$ cat src/rtl/uart_bus_bridge.sv
// Host debug bridge: serial command frames in, single 32-bit IO bus reads/writes out,
// ACK/NAK or read data returned on the serial line.
module uart_bus_bridge #(
  parameter int unsigned BAUD_DIV      = 650,
  parameter int unsigned TIMEOUT_TICKS = 2048,
  parameter int unsigned RD_LATENCY    = 1
) (
  input  logic        clk,
  input  logic        rst_n,
  input  logic        uart_rx,
  output logic        uart_tx,
  output logic        io_bus_m_rd_en,
  output logic        io_bus_m_wr_en,
  output logic [31:0] io_bus_m_address,
  output logic [31:0] io_bus_m_wr_data,
  input  logic [31:0] io_bus_m_rd_data,
  output logic        busy,
  output logic        frame_err
);

  localparam int unsigned DIV_W = $clog2(BAUD_DIV + 1);
  localparam int unsigned TO_W  = $clog2(TIMEOUT_TICKS + 1);
  localparam logic [7:0] OP_WR = 8'h57;
  localparam logic [7:0] OP_RD = 8'h52;
  localparam logic [7:0] ACK   = 8'h06;
  localparam logic [7:0] NAK   = 8'h15;

  typedef enum logic [2:0] {
    S_IDLE, S_ADDR, S_WDATA, S_BUS_WR, S_BUS_RD, S_RD_WAIT, S_TX_RESP
  } state_t;

  logic [DIV_W-1:0] r_div;
  logic             w_tick;
  logic             r_rx_meta, r_rx_sync;
  logic             r_rx_busy, r_rx_done;
  logic [3:0]       r_rx_tcnt, r_rx_bcnt;
  logic [7:0]       r_rx_shift;
  logic             r_tx_busy, r_tx_done;
  logic [3:0]       r_tx_tcnt, r_tx_bcnt;
  logic [9:0]       r_tx_shift;
  logic [TO_W-1:0]  r_to_cnt;
  logic             w_timeout;
  state_t           r_state;
  logic             r_is_wr;
  logic [1:0]       r_byte_cnt, r_resp_last, r_wait_cnt;
  logic [1:0]       w_next_cnt;
  logic [31:0]      r_addr, r_wdata, r_rd_buf;
  logic [7:0]       r_tx_data;
  logic             r_tx_start, r_rd_en, r_wr_en, r_busy, r_frame_err;

  // Shared 16x oversampling tick for both serial directions
  always_ff @(posedge clk or negedge rst_n) begin
    if (!rst_n)                           r_div <= '0;
    else if (r_div == DIV_W'(BAUD_DIV))   r_div <= '0;
    else                                  r_div <= r_div + 1'b1;
  end
  assign w_tick = (r_div == DIV_W'(1));

  // Receiver: start detect, sample mid-bit every 16 ticks, done only on a valid stop bit
  always_ff @(posedge clk or negedge rst_n) begin
    if (!rst_n) begin
      r_rx_meta  <= 1'b1;
      r_rx_sync  <= 1'b1;
      r_rx_busy  <= 1'b0;
      r_rx_done  <= 1'b0;
      r_rx_tcnt  <= '0;
      r_rx_bcnt  <= '0;
      r_rx_shift <= '0;
    end else begin
      r_rx_meta <= uart_rx;
      r_rx_sync <= r_rx_meta;
      r_rx_done <= 1'b0;
      if (w_tick) begin
        if (!r_rx_busy) begin
          if (!r_rx_sync) begin
            r_rx_busy <= 1'b1;
            r_rx_tcnt <= '0;
            r_rx_bcnt <= '0;
          end
        end else begin
          r_rx_tcnt <= r_rx_tcnt + 4'd1;
          if (r_rx_tcnt == 4'd7) begin
            r_rx_bcnt <= r_rx_bcnt + 4'd1;
            if (r_rx_bcnt == 4'd0) begin
              if (r_rx_sync) r_rx_busy <= 1'b0;
            end else if (r_rx_bcnt == 4'd9) begin
              r_rx_busy <= 1'b0;
              r_rx_done <= r_rx_sync;
            end else begin
              r_rx_shift <= {r_rx_sync, r_rx_shift[7:1]};
            end
          end
        end
      end
    end
  end

  // Transmitter: the done cycle blocks a reload so a held start is not resent
  always_ff @(posedge clk or negedge rst_n) begin
    if (!rst_n) begin
      r_tx_busy  <= 1'b0;
      r_tx_done  <= 1'b0;
      r_tx_tcnt  <= '0;
      r_tx_bcnt  <= '0;
      r_tx_shift <= '1;
    end else begin
      r_tx_done <= 1'b0;
      if (!r_tx_busy) begin
        if (r_tx_start && !r_tx_done) begin
          r_tx_shift <= {1'b1, r_tx_data, 1'b0};
          r_tx_busy  <= 1'b1;
          r_tx_tcnt  <= '0;
          r_tx_bcnt  <= '0;
        end
      end else if (w_tick) begin
        r_tx_tcnt <= r_tx_tcnt + 4'd1;
        if (r_tx_tcnt == 4'd15) begin
          r_tx_shift <= {1'b1, r_tx_shift[9:1]};
          r_tx_bcnt  <= r_tx_bcnt + 4'd1;
          if (r_tx_bcnt == 4'd9) begin
            r_tx_busy <= 1'b0;
            r_tx_done <= 1'b1;
          end
        end
      end
    end
  end

  // Inter-byte timeout; held clear in IDLE so ADDR always starts from zero
  always_ff @(posedge clk or negedge rst_n) begin
    if (!rst_n)                               r_to_cnt <= '0;
    else if (r_rx_done || r_state == S_IDLE)  r_to_cnt <= '0;
    else if (w_tick && !w_timeout)            r_to_cnt <= r_to_cnt + 1'b1;
  end
  assign w_timeout  = (r_to_cnt == TO_W'(TIMEOUT_TICKS));
  assign w_next_cnt = r_byte_cnt + 2'd1;

  always_ff @(posedge clk or negedge rst_n) begin
    if (!rst_n) begin
      r_state     <= S_IDLE;
      r_is_wr     <= 1'b0;
      r_byte_cnt  <= '0;
      r_resp_last <= '0;
      r_wait_cnt  <= '0;
      r_addr      <= '0;
      r_wdata     <= '0;
      r_rd_buf    <= '0;
      r_tx_data   <= '0;
      r_tx_start  <= 1'b0;
      r_rd_en     <= 1'b0;
      r_wr_en     <= 1'b0;
      r_busy      <= 1'b0;
      r_frame_err <= 1'b0;
    end else begin
      r_rd_en     <= 1'b0;
      r_wr_en     <= 1'b0;
      r_frame_err <= 1'b0;
      case (r_state)
        S_IDLE: if (r_rx_done) begin
          r_busy     <= 1'b1;
          r_byte_cnt <= '0;
          if (r_rx_shift == OP_WR || r_rx_shift == OP_RD) begin
            r_is_wr <= (r_rx_shift == OP_WR);
            r_state <= S_ADDR;
          end else begin
            r_frame_err <= 1'b1;
            r_tx_data   <= NAK;
            r_resp_last <= '0;
            r_tx_start  <= 1'b1;
            r_state     <= S_TX_RESP;
          end
        end
        S_ADDR: if (r_rx_done) begin
          r_addr[{r_byte_cnt, 3'b000} +: 8] <= r_rx_shift;
          r_byte_cnt <= w_next_cnt;
          if (r_byte_cnt == 2'd3) begin
            if (r_is_wr) begin
              r_state <= S_WDATA;
            end else begin
              r_rd_en <= 1'b1;
              r_state <= S_BUS_RD;
            end
          end
        end else if (w_timeout) begin
          r_frame_err <= 1'b1;
          r_busy      <= 1'b0;
          r_state     <= S_IDLE;
        end
        S_WDATA: if (r_rx_done) begin
          r_wdata[{r_byte_cnt, 3'b000} +: 8] <= r_rx_shift;
          r_byte_cnt <= w_next_cnt;
          if (r_byte_cnt == 2'd3) begin
            r_wr_en <= 1'b1;
            r_state <= S_BUS_WR;
          end
        end else if (w_timeout) begin
          r_frame_err <= 1'b1;
          r_busy      <= 1'b0;
          r_state     <= S_IDLE;
        end
        S_BUS_WR: begin
          r_tx_data   <= ACK;
          r_resp_last <= '0;
          r_byte_cnt  <= '0;
          r_tx_start  <= 1'b1;
          r_state     <= S_TX_RESP;
        end
        S_BUS_RD: begin
          r_wait_cnt <= 2'd1;
          r_state    <= S_RD_WAIT;
        end
        S_RD_WAIT: if (r_wait_cnt == 2'(RD_LATENCY)) begin
          r_rd_buf    <= io_bus_m_rd_data;
          r_tx_data   <= io_bus_m_rd_data[7:0];
          r_resp_last <= 2'd3;
          r_byte_cnt  <= '0;
          r_tx_start  <= 1'b1;
          r_state     <= S_TX_RESP;
        end else begin
          r_wait_cnt <= r_wait_cnt + 2'd1;
        end
        S_TX_RESP: if (r_tx_done) begin
          if (r_byte_cnt == r_resp_last) begin
            r_tx_start <= 1'b0;
            r_busy     <= 1'b0;
            r_state    <= S_IDLE;
          end else begin
            r_byte_cnt <= w_next_cnt;
            r_tx_data  <= r_rd_buf[{w_next_cnt, 3'b000} +: 8];
          end
        end
        default: begin
          r_busy  <= 1'b0;
          r_state <= S_IDLE;
        end
      endcase
    end
  end

  assign uart_tx          = r_tx_shift[0];
  assign io_bus_m_rd_en   = r_rd_en;
  assign io_bus_m_wr_en   = r_wr_en;
  assign io_bus_m_address = r_addr;
  assign io_bus_m_wr_data = r_wdata;
  assign busy             = r_busy;
  assign frame_err        = r_frame_err;

endmodule

$ cat config.mk
export PLATFORM = sky130hd
export DESIGN_NAME = uart_bus_bridge
export DESIGN_NICKNAME = d
export VERILOG_FILES = /design/src/rtl/uart_bus_bridge.sv
export SDC_FILE = /design/constraint.sdc
export NUM_CORES = 1
export LEC_CHECK = 0
export CORE_UTILIZATION = 45
export DETAILED_ROUTE_END_ITERATION = 8
export PLACE_DENSITY = 0.75
export REMOVE_ABC_BUFFERS = 1
export SLEW_MARGIN = 0
export SYNTH_ARGS = -nofsm -noshare
export SYNTH_HDL_FRONTEND = slang
export SYNTH_SLANG_ARGS = --single-unit
export TNS_END_PERCENT = 20
$ cat constraint.sdc
create_clock -name clk -period 3.2 [get_ports clk]
set_clock_uncertainty 0.15 [all_clocks]
set_input_delay 0.64 -clock clk [delete_from_list [all_inputs] [get_ports clk]]
set_output_delay 0.64 -clock clk [all_outputs]
set_load 0.005 [all_outputs]
Figure 1. PDN straps and rails (run 1).
Drawn at 3 px/um. Pins as bars on the die edge.
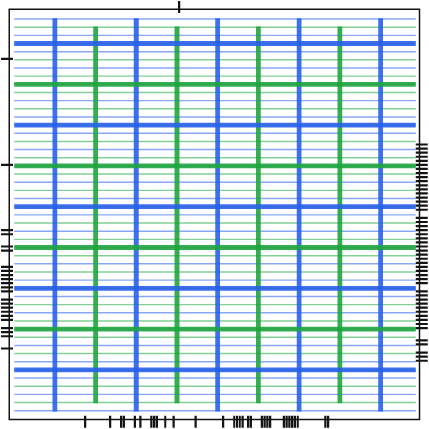
color	net
green	VDD
blue	VSS
rows	48
met4 straps	9

Figure 2. Wiring heat map (run 1).
Drawn at 3 px/um. 27 x 27 tiles, from dark purple (low) to yellow (high), scaled to the fullest tile. Values are wire area over tile area, all layers added.
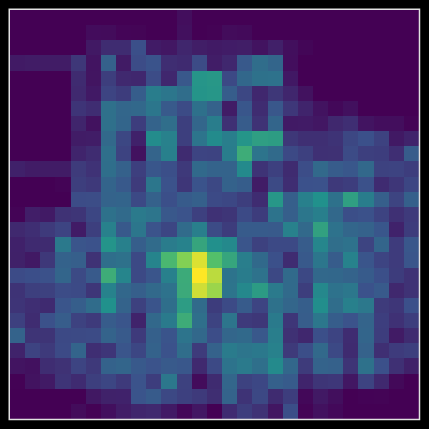
fullest tile	0.72
nearly empty tiles	20%
densest ninth of the die	center
Total GRT Usage: 19.7%
routed wire length: 16.9 mm
total number of vias: 5920
drt wl/cell: 15.4 um

Figure 3. Placed standard cells (run 1).
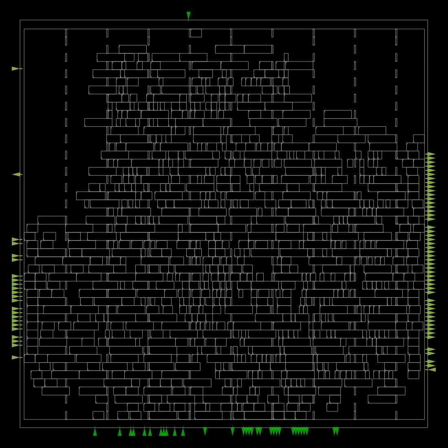
post-route insts no fill: 1098
core area: 0.0175 mm2
sequential cell area share: 45.0%

## run 1: layout make-up
type,count,area [um2]
clock buffers,25,505
inverters,21,78.8
well taps,225,282
repair buffers,113,1120
flip-flops and latches,179,4490
multi-input cells,528,3410
clock inverters,7,95.1
fillers,1478,7490
## run 1: worst reg2reg max path, cell delays in order (launching register included)
cell and delay [ps]:
dfrtp_1 410, inv_1 110, ha_1 510, nor3_1 790, nand2_1 160, o21ai_0 200
## run 1: metal layers
metal / wire [um] / vias to the layer above / global-route usage [%]
met3: 777 / 30 / 3.62
met5: 0 / - / 0
met2: 8040 / 158 / 31.3
met4: 314 / 0 / 7.72
li1: - / 2857 / -
met1: 7810 / 2875 / 26.6
==> out/qor.csv, run 1 <==
metric,value,unit
finalCritPeriodShare,75.6,%
seq_power_share,50.9,%
viasPerCell,5.39,
synthTopLogicFamily,simple AND/OR/NAND/NOR gates,
synthCells,755,
yosys.area.top_type,dfrtp_1,
cts_hold_buf,0,
p_int,3.61,mW
crit_buf_inv,1,
yosysTopAreaCellShare,51.8,%
timing.reg2reg.setup_slack,780,ps
tns,0,ps
path_clk_slew,60,ps
ios,104,
detail-route-antenna-nets,0,
status,finished clean,
syn_to_final_growth,23.0,%
mostFrequentLayoutCells,"dfrtp_1, nand2_1, clkdlybuf4s50_1, o21ai_0",
setup_violations,0,
relSlewSlack,41.9,%
cp-startpoint,r_byte_cnt[1],
root_buffer,clkbuf_16,
crit_slowest_cell,nor3_1,
ys_types,62,
port_buffers,103,
critPathKind,flop to flop,
maxCapViolCount,0,
edf_count,0,
aoi_share,10.2,%
crit_chain,inv_1 -> ha_1 -> nor3_1 -> nand2_1 -> o21ai_0,
fmax,413,MHz
worstPathMaxFanout,13,
hold_violations,0,
ys_seq_share,55.4,%
power,4.52,mW
initial_core_util,46.4,%
die_h,136,um
powerDensity,452,mW/mm2
dpl.hpwl,11.8,mm
dr.pass1.iters,5,
yosysChipArea,0.00812,mm2
startpoint_type,flop,
yosys_cells,755,
cp.required,3390,ps
ys_sh_adder,2.78,%
cts_setup_buffers,0,
power_leader,sequential cells,
worst_r2r_endpoint,io_bus_m_wr_data[25],
min_path_type,input port to asynchronous set/reset pin,
p_leak,4.14,nW
ys_seq_elements,179,
ys_sh_xor,2.48,%
rsz0062_at_grt,no,
cts-resized-gates,0,
cts_sinks,179,
p_sw,912,uW
yosysMostFrequentCell,dfrtp_1,
flop_cell,dfrtp_1,
htree_levels,4,
crit_path_end,io_bus_m_wr_data[25],
ys_sh_simple,16.2,%
powerSeq,2.30,mW
gp_congestion,0.901,
ys_sh_mux,10.4,%
switching_share,20.2,%
async_flop_share,100,%
final_util,57.1,%
antenna_found_initial,0,
r2r-start,r_byte_cnt[1],
placedCellCount,1066,
max-vdd-ir-drop,0.000369,V
synthTopCellsByCount,"dfrtp_1, nand2_1, o21ai_0",
arrival,2610,ps
grt_pass1_wl,28.3,mm
lay_top_count,dfrtp_1,
drv_slew,0,
dieArea,0.0186,mm2
combPwrFrac,2.7,%
--- run 2 (diff from run 1) ---
--- a/config.mk
+++ b/config.mk
@@ -7,7 +7,7 @@
 export LEC_CHECK = 0
 export CORE_UTILIZATION = 45
 export DETAILED_ROUTE_END_ITERATION = 8
-export PLACE_DENSITY = 0.75
+export PLACE_DENSITY = 0.78
 export REMOVE_ABC_BUFFERS = 1
 export SLEW_MARGIN = 0
 export SYNTH_ARGS = -nofsm -noshare
==> constraint.sdc (replaced) <==
create_clock -name clk -period 2.1 [get_ports clk]
set_clock_uncertainty 0.15 [all_clocks]
set_input_delay 0.42 -clock clk [delete_from_list [all_inputs] [get_ports clk]]
set_output_delay 0.42 -clock clk [all_outputs]
set_load 0.005 [all_outputs]
Figure 4. Wiring heat map (run 2).
Drawn at 3 px/um. 27 x 27 tiles, from dark purple (low) to yellow (high), scaled to the fullest tile. Values are wire area over tile area, all layers added.
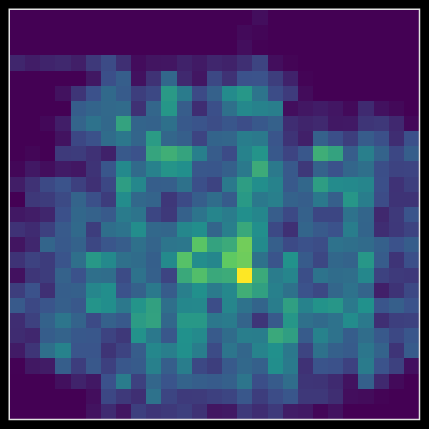
fullest tile	0.69
tiles over half the peak	7.1%
emptiest ninth of the die	upper right

Figure 5. PDN straps and rails (run 2).
Drawn at 3 px/um. Pins as bars on the die edge.
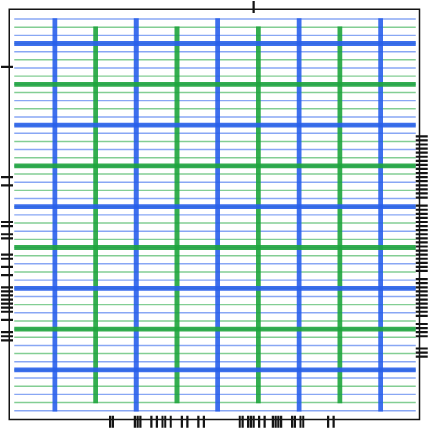
color	net
blue	VSS
green	VDD
met1 rails	49
met5 straps	9
rows	48
signal pins	104

==> run 2 against run 1 <==
  * Sequential share of layout area shrank 2.8 points
  * Clock power increased by 52%
  * Wire length grew 13%
==> out/qor.csv, run 2 <==
metric,value,unit
p_int,5.39,mW
die_h,136,um
syn_avg_cell_area,10.7,um2
period_minus_slack,2080,ps
ios,104,
timing_worst_slew_pin_value,468,ps
dieArea,0.0186,mm2
relSlewSlack,68.5,%
cts_tree,yes,
port_buffers,103,
synthTopCellsByCount,"dfrtp_1, nand2_1, o21ai_0",
detail-route-antenna-nets,0,
status,finished clean,
cp-startpoint,r_div[1],
yosysTopAreaCellShare,51.8,%
min_path_type,flop to flop,
yosysChipArea,0.00812,mm2
layout.nets,986,
tns,0,ps
yosysMostFrequentCell,dfrtp_1,
comb_power,199,uW
crit_slowest_cell,dfrtp_1,
drv_slew,0,
final_cells,1171,
holdPathEnd,r_rx_sync,
hold_violations,0,
syn_to_final_growth,31.4,%
fmax,481,MHz
power,6.89,mW
grt_busiest_layer,met2,
final_util,61.0,%
yosys_cells,755,
gp_congestion,0.863,
power_leader,sequential cells,
worst_r2r_endpoint,r_rx_shift[1],
async_flop_share,100,%
seq_power_share,50.8,%
drive_above_1_share,21.8,%
yosys.area.top_type,dfrtp_1,
crit_chain,inv_2 -> ha_4 -> nor4b_4 -> nand4_1 -> nor2_4 -> mux2_2,
coreArea,0.0175,mm2
totalWireLength,19.1,mm
p_leak,4.53,nW
overflow,0,
grt_pass1_vias,6361,
grtUsageMet2,37.5,%
ys_seq_share,55.4,%
clock_latency,440,ps
edf_count,0,
crit_buf_inv,1,
grt_usage,22.1,%
root_buffer,clkbuf_16,
worst_hold_startpoint,r_rx_meta,
clk_path_buf_depth,2,
pg_clk,3.19,mW
placedCellCount,1131,
combPwrFrac,2.9,%
timing.reg2reg.setup_slack,20,ps
p_sw,1.50,mW
initial_core_util,46.4,%
drt_iter0_markers,305,
setup_ws,19.9,ps
critPathKind,flop to flop,
viasPerCell,5.48,
powerDensity,646,mW/mm2
powerSeq,3.50,mW
yosys-top-cells-area,"dfrtp_1, mux2_2, nand2_1",
dpl.hpwl,13.3,mm
antenna_found_initial,0,
mostFrequentLayoutCells,"dfrtp_1, nand2_1, clkdlybuf4s50_1, o21ai_0, buf_4",
endpoint_kind,flop,
grt_pass1_wl,31.7,mm
ys_seq_elements,179,
switching_share,21.7,%
aoi_share,10.2,%
row_count,48,
arrival,2250,ps
ff2ff_path_depth,6,
worstPathMaxFanout,8,
ys_sh_adder,2.78,%
finalCritPeriodShare,99.1,%
crit_path_end,r_rx_shift[1],
use_met3,4.44,%
cp.required,2270,ps
ys_sh_simple,16.2,%
dr_total_vias,6413,
ys_sh_xor,2.48,%
die_w,136,um
yosysWarningCount,0,
rsz0062_at_grt,yes,
ys_types,62,
syn_area,0.00812,mm2
path_clk_slew,70,ps
use_met1,28.0,%
pre_cts_ws,-88.1,ps
r2r-start,r_div[1],
drc,0,
max-vdd-ir-drop,0.000581,V
wl_per_cell,16.3,um
setup_violations,0,
hold_depth,0,
worst-path-stages,6,
finalInstanceArea,0.0107,mm2
htree_levels,4,
ys_sh_mux,10.4,%
synthTopLogicFamily,simple AND/OR/NAND/NOR gates,
hold_slack,209,ps
n_fill_cell,1373,
dr.pass1.iters,5,
lay_top_count,dfrtp_1,
startpoint_type,flop,
slowest_delay,400,ps
dpl_cell_area,0.00991,mm2
synthCells,755,
flop_cell,dfrtp_1,
maxCapViolCount,0,
diodes,0,
cts_sinks,179,
grt_max_degree,43,
-- run 2: cell type report --
class                           count  area (um2)  share of cell area (%)
Tap cell                          225         282                    2.64
Sequential cell                   179        4490                    42.2
Clock buffer                       19         443                    4.15
Clock inverter                     13         149                    1.40
Multi-Input combinational cell    528        3490                    32.7
Inverter                           21        78.8                   0.739
Timing Repair Buffer              186        1730                    16.2
-- run 2: metal layers --
| layer | share of wire, % | up-vias |
|---|---|---|
| met5 | 0 | - |
| met4 | 1.7 | 0 |
| met3 | 3.9 | 26 |
| met2 | 49 | 166 |
| met1 | 45 | 3201 |
| li1 | - | 3020 |
-- run 2: timing repair --
action | CTS | global route
resized | 4 | 17
buffers inserted | 3 | 4
setup endpoints to repair | 23 | 78
hold buffers | 1 | 0
pin swaps | 2 | 7
endpoints found under the hold margin | 37 | 0
--- run 3 (diff from run 2) ---
--- a/config.mk
+++ b/config.mk
@@ -5,11 +5,12 @@
 export SDC_FILE = /design/constraint.sdc
 export NUM_CORES = 1
 export LEC_CHECK = 0
+export CORE_MARGIN = 5
 export CORE_UTILIZATION = 45
 export DETAILED_ROUTE_END_ITERATION = 8
 export PLACE_DENSITY = 0.78
 export REMOVE_ABC_BUFFERS = 1
-export SLEW_MARGIN = 0
+export SKIP_LAST_GASP = 1
 export SYNTH_ARGS = -nofsm -noshare
 export SYNTH_HDL_FRONTEND = slang
 export SYNTH_SLANG_ARGS = --single-unit
Figure 6. Wiring heat map (run 3).
Drawn at 2 px/um. 29 x 29 tiles, from dark purple (low) to yellow (high), scaled to the fullest tile. Values are wire area over tile area, all layers added.
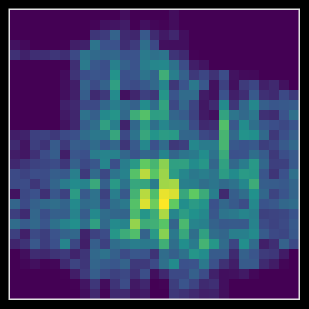
fullest tile	0.63
tiles over half the peak	10%
densest ninth of the die	center
mean over tiles	0.15
emptiest ninth of the die	upper right

Figure 7. Drive-strength map (run 3).
Drawn at 2 px/um.
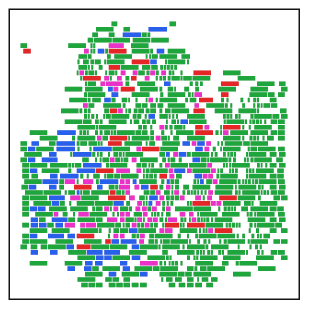
color	size	cells
red	x6 and larger	33
green	x1 and smaller	738
blue	x2	79
magenta	x3 and x4	95
Final WS setup: -43.3 ps
nonclk buf count: 185

==> run 3 against run 2 <==
  * The flow now finishes with violations (negative setup slack)
  * Die area rose by 12%
  * Total power fell by 2.2%
  * Worst setup slack lost 63 ps
  * Sequential power hardly changed
  * Clock power fell by 4%
  * Area after synthesis unchanged
  * Synthesized cell count is the same
  * First-iteration DRC count increased by 34%
  * Cell count grew 0.26%
  * Core utilization decreased by 1.2 points
  * Sequential share of layout area about the same
==> out/qor.csv, run 3 <==
metric,value,unit
cp.required,2270,ps
period_minus_slack,2140,ps
ys_seq_elements,179,
seq_cell_count,179,
n_fill_cell,1403,
yosys_cells,755,
highest_layer,met4,
taps,229,
timing.reg2reg.setup_slack,-40,ps
setup_ws,-43.3,ps
hold_slack,209,ps
arrival,2310,ps
totalWireLength,19.3,mm
comb_area_share,33.0,%
port_buffers,103,
drv_slew,0,
combGateArea,0.00352,mm2
crit_path_end,r_tx_data[2],
crit_slowest_cell,nor3_4,
clock_latency,430,ps
num-nonclk-inverters,21,
status,"finished, violations left",
drc,0,
combPwrFrac,2.9,%
critPathKind,flop to flop,
use_met1,25.4,%
cts_tree,yes,
n_clock_buffer,17,
grt_usage,19.0,%
switching_share,23.5,%
p_leak,4.52,nW
finalCritPeriodShare,102,%
wl_met2,9.34,mm
cts_sinks,179,
regArea,0.00449,mm2
ys_seq_share,55.4,%
dieArea,0.0208,mm2
synthTopCellsByCount,"dfrtp_1, nand2_1, o21ai_0",
grt_pass1_vias,6294,
detail-route-antenna-nets,0,
ff2ff_path_depth,5,
final_util,59.8,%
die_h,144,um
finalInstanceArea,0.0107,mm2
wl_per_cell,16.4,um
final_cells,1174,
clk_path_buf_depth,2,
coreArea,0.0178,mm2
yosysMostFrequentCell,dfrtp_1,
r2r-start,r_state[0],
bufAreaShareNonClock,16.1,%
p_sw,1.59,mW
holdPathEnd,r_rx_sync,
syn_to_final_growth,31.5,%
drt_iter0_markers,409,
setup_violations,7,
worstPathMaxFanout,8,
placedCellCount,1135,
mostFrequentLayoutCells,"dfrtp_1, nand2_1, clkdlybuf4s50_1, o21ai_0, buf_4",
diodes,0,
dr_total_vias,6331,
power,6.74,mW
lay_top_count,dfrtp_1,
syn_area,0.00812,mm2
row_count,49,
grt_max_degree,49,
root_buffer,clkbuf_16,
grt_pass1_wl,31.5,mm
worst_r2r_endpoint,r_tx_data[2],
maxCapViolCount,0,
yosysChipArea,0.00812,mm2
min_path_type,flop to flop,
endpoint_kind,flop,
largest_class,sequential cells,
hold_depth,0,
worst_hold_startpoint,r_rx_meta,
initial_core_util,45.5,%
fmax,467,MHz
relSlewSlack,61.8,%
yosysTopAreaCellShare,51.8,%
path_clk_slew,70,ps
yosysWarningCount,0,
rsz0062_at_grt,yes,
slowest_delay,510,ps
dpl_cell_area,0.00993,mm2
ys_types,62,
crit_chain,buf_6 -> nor2b_1 -> a211oi_4 -> nor3_4 -> mux2_4,
antenna_found_initial,0,
htree_levels,4,
seq_share,42.1,%
die_w,144,um
overflow,0,
drive_above_1_share,21.9,%
powerDensity,632,mW/mm2
cp-startpoint,r_state[0],
async_flop_share,100,%
layout.nets,985,
violations,negative setup slack,
gp_congestion,0.953,
yosys.area.top_type,dfrtp_1,
pg_clk,3.05,mW
crit_buf_inv,1,
ios,104,
powerSeq,3.50,mW
met3_length,1.21,mm
edf_count,0,
yosys-top-cells-area,"dfrtp_1, mux2_2, nand2_1",
tns,-278,ps
[run 3: repair_timing]
item	CTS	global route
hold buffers	1	0
endpoints found under the hold margin	33	0
gates cloned	0	1
endpoints found under the setup margin	7	71
pin swaps	1	5
buffers inserted	0	5
gates resized	2	25
[run 3: logic make-up (layout without fill, tap and decap cells)]
group | count (synthesis) | in the layout | share of synthesized area (%)
multiplexers | 68 | 68 | 10.4
XOR/XNOR | 23 | 23 | 2.48
AND/OR/NAND/NOR | 276 | 276 | 16.2
adder cells (fa/ha/maj) | 18 | 18 | 2.78
AND-OR/OR-AND | 143 | 143 | 10.2
flip-flops | 179 | 179 | 55.4
buffers and inverters | 48 | 238 | 2.59
Power is estimated from default activity; no workload was simulated.
